==> config.mk <==
export PLATFORM = sky130hd
export DESIGN_NAME = sync_fifo_param
export DESIGN_NICKNAME = d
export VERILOG_FILES = /design/src/rtl/fifo_pkg.sv /design/src/rtl/fifo_mem.sv /design/src/rtl/sync_fifo_param.sv
export SDC_FILE = /design/constraint.sdc
export NUM_CORES = 1
export LEC_CHECK = 0
export CORE_ASPECT_RATIO = 0.6
export CORE_MARGIN = 8
export CORE_UTILIZATION = 46
export CTS_BUF_LIST = sky130_fd_sc_hd__clkbuf_8
export DETAILED_ROUTE_END_ITERATION = 16
export GPL_ROUTABILITY_DRIVEN = 1
export RECOVER_POWER = 50
export SLEW_MARGIN = 15
export SYNTH_ARGS = -nofsm -noshare
export SYNTH_HDL_FRONTEND = slang
export SYNTH_SLANG_ARGS = --single-unit
==> constraint.sdc <==
create_clock -name clk -period 2.6 [get_ports clk]
set_input_delay 0.65 -clock clk [delete_from_list [all_inputs] [get_ports clk]]
set_output_delay 0.65 -clock clk [all_outputs]
set_load 0.02 [all_outputs]
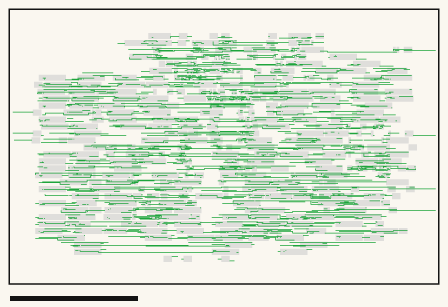
run_1/m1.png
Bar = 50 um. Cells faint in the background.
share of all routed wire: 50%
longest straight run: 52.9 um
main direction: horizontal
nets with wire on the layer: 398
wire length on this layer: 6420 um
met1 Use GR: 23.02%
final wirelength: 12830 um
DR vias: 3200

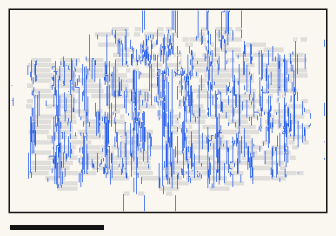
run_1/m2.png
Bar = 50 um. Cells faint in the background.
wire length on this layer: 5460 um
share of all routed wire: 43%
main direction: vertical
met2 GRT Util: 21.01%

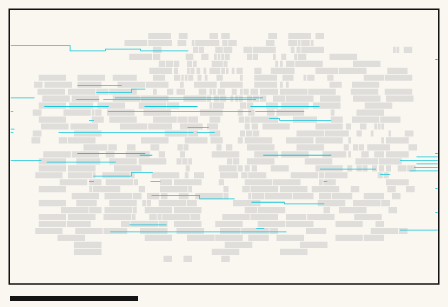
run_1/m3.png
Bar = 50 um. Cells faint in the background.
share of all routed wire: 6.7%
wire length on this layer: 853 um
nets with wire on the layer: 32
main direction: horizontal
longest straight run: 68.5 um
M3 GR Usage: 3.668%

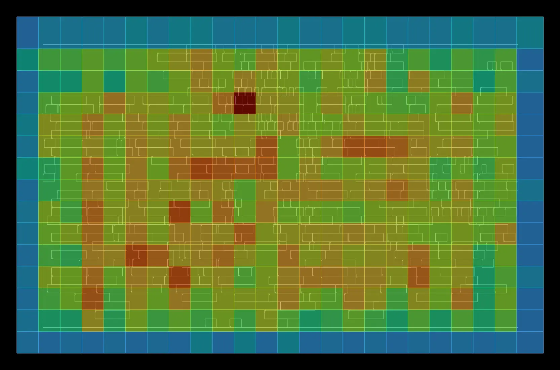
run_1/congestion_map.png
Layout Utilization: 54.32%
gr busiest metal: met1
routed len/inst: 21.56 um
Total GRT Usage: 15.16%

==> impl_metrics.ini, run 1 <==
; generated from flow reports
[critical_path]
cp_data_required_time_ns = 1.95
crit_arrival_ns = 1.61
max_stage_delay_ns = 0.67
cp_num_buf_inv = 1
cp_max_fo = 8

[synthesis]
async_flop_share_pct = 17.95
syn_inst = 345
syn_area_per_cell_sq_um = 18.29
yosysWarnings = 0
synth_top_area_share_pct = 60.92
yosysMostFrequentCell = edfxtp_1
ys.flops = 156
ys_top_cells_by_area = edfxtp_1 (61%), dfrtp_1 (10%), mux4_1 (6.2%), mux4_2 (4.6%), mux2i_1 (1.9%)
common_cells = edfxtp_1 (128), dfrtp_1 (26), nand2_1 (21), and2_1 (16), mux4_1 (15)
fa_ha_area_share_pct = 1.388
synthAoiAreaFrac_pct = 3.054
ys_sh_simple_pct = 5.711

[placed_design]
portBuffers = 32
dpl.cell_count = 563
post_dp_cell_area_sq_mm = 0.007004
hpwlAfterDp_um = 8668

[power_and_ir_drop]
power_frac_clock_pct = 22.0
p_int_mw = 5.205
comb_power_share_pct = 33.0
p_sw_mw = 2.520
vdd_ir_drop_max_mv = 0.4068
largestPowerGroup = sequential cells

[clock_network]
clockRootBuffer = clkbuf_8
tritoncts = yes
cts.repair.resized = 0

[finish]
fin_area_sq_mm = 0.007357
clockNetworkAreaShare_pct = 5.051
nonClockBufferCount = 58
seq_area_sq_mm = 0.004548
n_all_inverters = 9
nClkBuffers = 17
drive_gt1_share_pct = 18.57
largest_class = registers

[route]
drc = 0
drt-initial-drc-count = 186
vias_per_cell = 5.378

[sta]
hold_viol = 0
slew_headroom_pct = -7.754
fmax_ghz = 0.4428
skew_ns = 0.01456
slew_violations = 29
fin_tns_setup_ns = 0
fin_crit_sh_pct = 86.87

[die]
io_pins = 33
taps = 175
fp_util_pct = 46.59
dieWidth_um = 167.2
chipArea_sq_mm = 0.01784
die_y_um = 106.7

[global_route]
grt_pass1_wl_um = 19910
grt_max_degree = 29
grt_pass1_vias = 3181

[run_status]
status = finished with violations
failed_checks = max-capacitance violations, max-slew violations

[worst_hold_path]
worstHoldPathCells = 2
hp-class = reg2reg

[job]
drv_cap = 1
openroad.warnings = 30
==> run 1: metrics by stage <==
step | total power [mW] | setup slack (ns) | util (%) | hold slack [ns]
floorplan | 5.139 | 0.6868 | - | 0.4930
global placement | 6.073 | 0.07875 | 51.72 | 0.4933
detailed placement | 6.135 | -0.009743 | 51.72 | 0.5148
CTS | 7.827 | 0.3079 | 54.46 | 0.5319
global route | 8.153 | 0.1407 | 54.32 | 0.5590
finish | 7.725 | 0.3415 | 54.32 | 0.5275
==> run 1: layer usage <==
metal	up-vias	part of all wire [%]	wire (um)	GRT usage (%)
met3	11	6.6	853	3.668
li1	1483	-	-	-
met5	-	0	0	0
met2	77	43	5464	21.01
met4	0	0.71	91	4.946
met1	1629	50	6420	23.02
==> inputs of run 2 (changes only) <==
- PLACE_DENSITY: not set -> 0.6
- SETUP_SLACK_MARGIN: not set -> 0.15
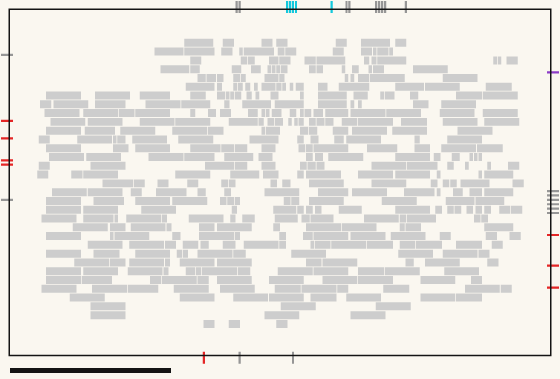
run_2/pinout.png
Bar = 50 um. Pins as bars across the die edge, other pins in gray.
legend:
  purple:
    port: rst
    pins: 1
    direction: input
    edge: right
  red:
    port: wr_data
    pins: 8
    direction: input
    edge: 4 left, 3 right, 1 bottom
  cyan:
    port: count
    pins: 5
    direction: output
    edge: top
all pins by edge: 14 top, 10 right, 6 left, 3 bottom
die x size: 167.2 um
Port Buffer Count: 32
die height: 106.7 um

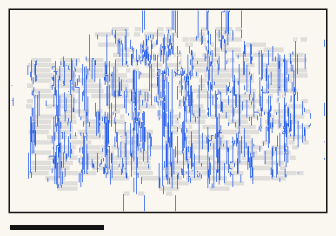
run_2/m2.png
Bar = 50 um. Cells faint in the background.

==> impl_metrics.ini, run 2 <==
; generated from flow reports
[critical_path]
cp_max_fo = 8
max_stage_delay_ns = 0.67
crit_arrival_ns = 1.61
cp_num_buf_inv = 1
cp_data_required_time_ns = 1.95

[sta]
slew_violations = 29
skew_ns = 0.01456
slew_headroom_pct = -7.754
fin_crit_sh_pct = 86.87
hold_viol = 0

[power_and_ir_drop]
comb_power_share_pct = 33.0
largestPowerGroup = sequential cells
p_int_mw = 5.205
p_sw_mw = 2.520

[global_route]
gr-usage-met2_pct = 21.01
met1_usage_pct = 23.02
grt_pass1_vias = 3181
globalRouteTotalUtil_pct = 15.16
grt_pass1_wl_um = 19910
met3_usage_pct = 3.668
grt_busiest_layer = met1
grt_max_degree = 29

[synthesis]
yosysMostFrequentCell = edfxtp_1
synth_top_area_share_pct = 60.92
syn_area_per_cell_sq_um = 18.29
async_flop_share_pct = 17.95
ys_top_cells_by_area = edfxtp_1 (61%), dfrtp_1 (10%), mux4_1 (6.2%), mux4_2 (4.6%), mux2i_1 (1.9%)
common_cells = edfxtp_1 (128), dfrtp_1 (26), nand2_1 (21), and2_1 (16), mux4_1 (15)
syn_inst = 345
ys.flops = 156
yosysWarnings = 0

[worst_hold_path]
hp-class = reg2reg
worstHoldPathCells = 2

[die]
io_pins = 33
taps = 175
fp_util_pct = 46.59

[finish]
nClkBuffers = 17
drive_gt1_share_pct = 18.57
seq_area_sq_mm = 0.004548
fin_area_sq_mm = 0.007357
clockNetworkAreaShare_pct = 5.051
fin_util_pct = 54.32
n_all_inverters = 9

[job]
drv_cap = 1
openroad.warnings = 30

[route]
wl_um = 12830
num_vias = 3200
wl_met2_um = 5464
drt-initial-drc-count = 186
wire_per_inst_um = 21.56
vias_per_cell = 5.378

[placed_design]
post_dp_cell_area_sq_mm = 0.007004
hpwlAfterDp_um = 8668
dpl.cell_count = 563

[run_status]
status = finished with violations
failed_checks = max-capacitance violations, max-slew violations

[clock_network]
clockRootBuffer = clkbuf_8
-- run 2: cells by family after synthesis --
family	Yosys count	synth area share, %
AOI/OAI and AO/OA	32	3.054
buffers and inverters	24	2.181
muxes	48	14.22
xor gates and xnor gates	10	1.388
DFF	156	72.06
and+or+nand+nor	68	5.711
adders and majority gates	7	1.388
-- run 2: through the flow --
stage          TNS (ns)  hold slack (ns)  power [mW]  setup slack, ns
3_3_place_gp          0           0.4933       6.073          0.07875
2_1_floorplan         0           0.4930       5.139           0.6868
5_1_grt               0           0.5590       8.153           0.1407
6_report              0           0.5275       7.725           0.3415
3_5_place_dp   -0.07570           0.5148       6.135        -0.009743
4_1_cts               0           0.5319       7.827           0.3079
Power and IR drop assume default switching activity.
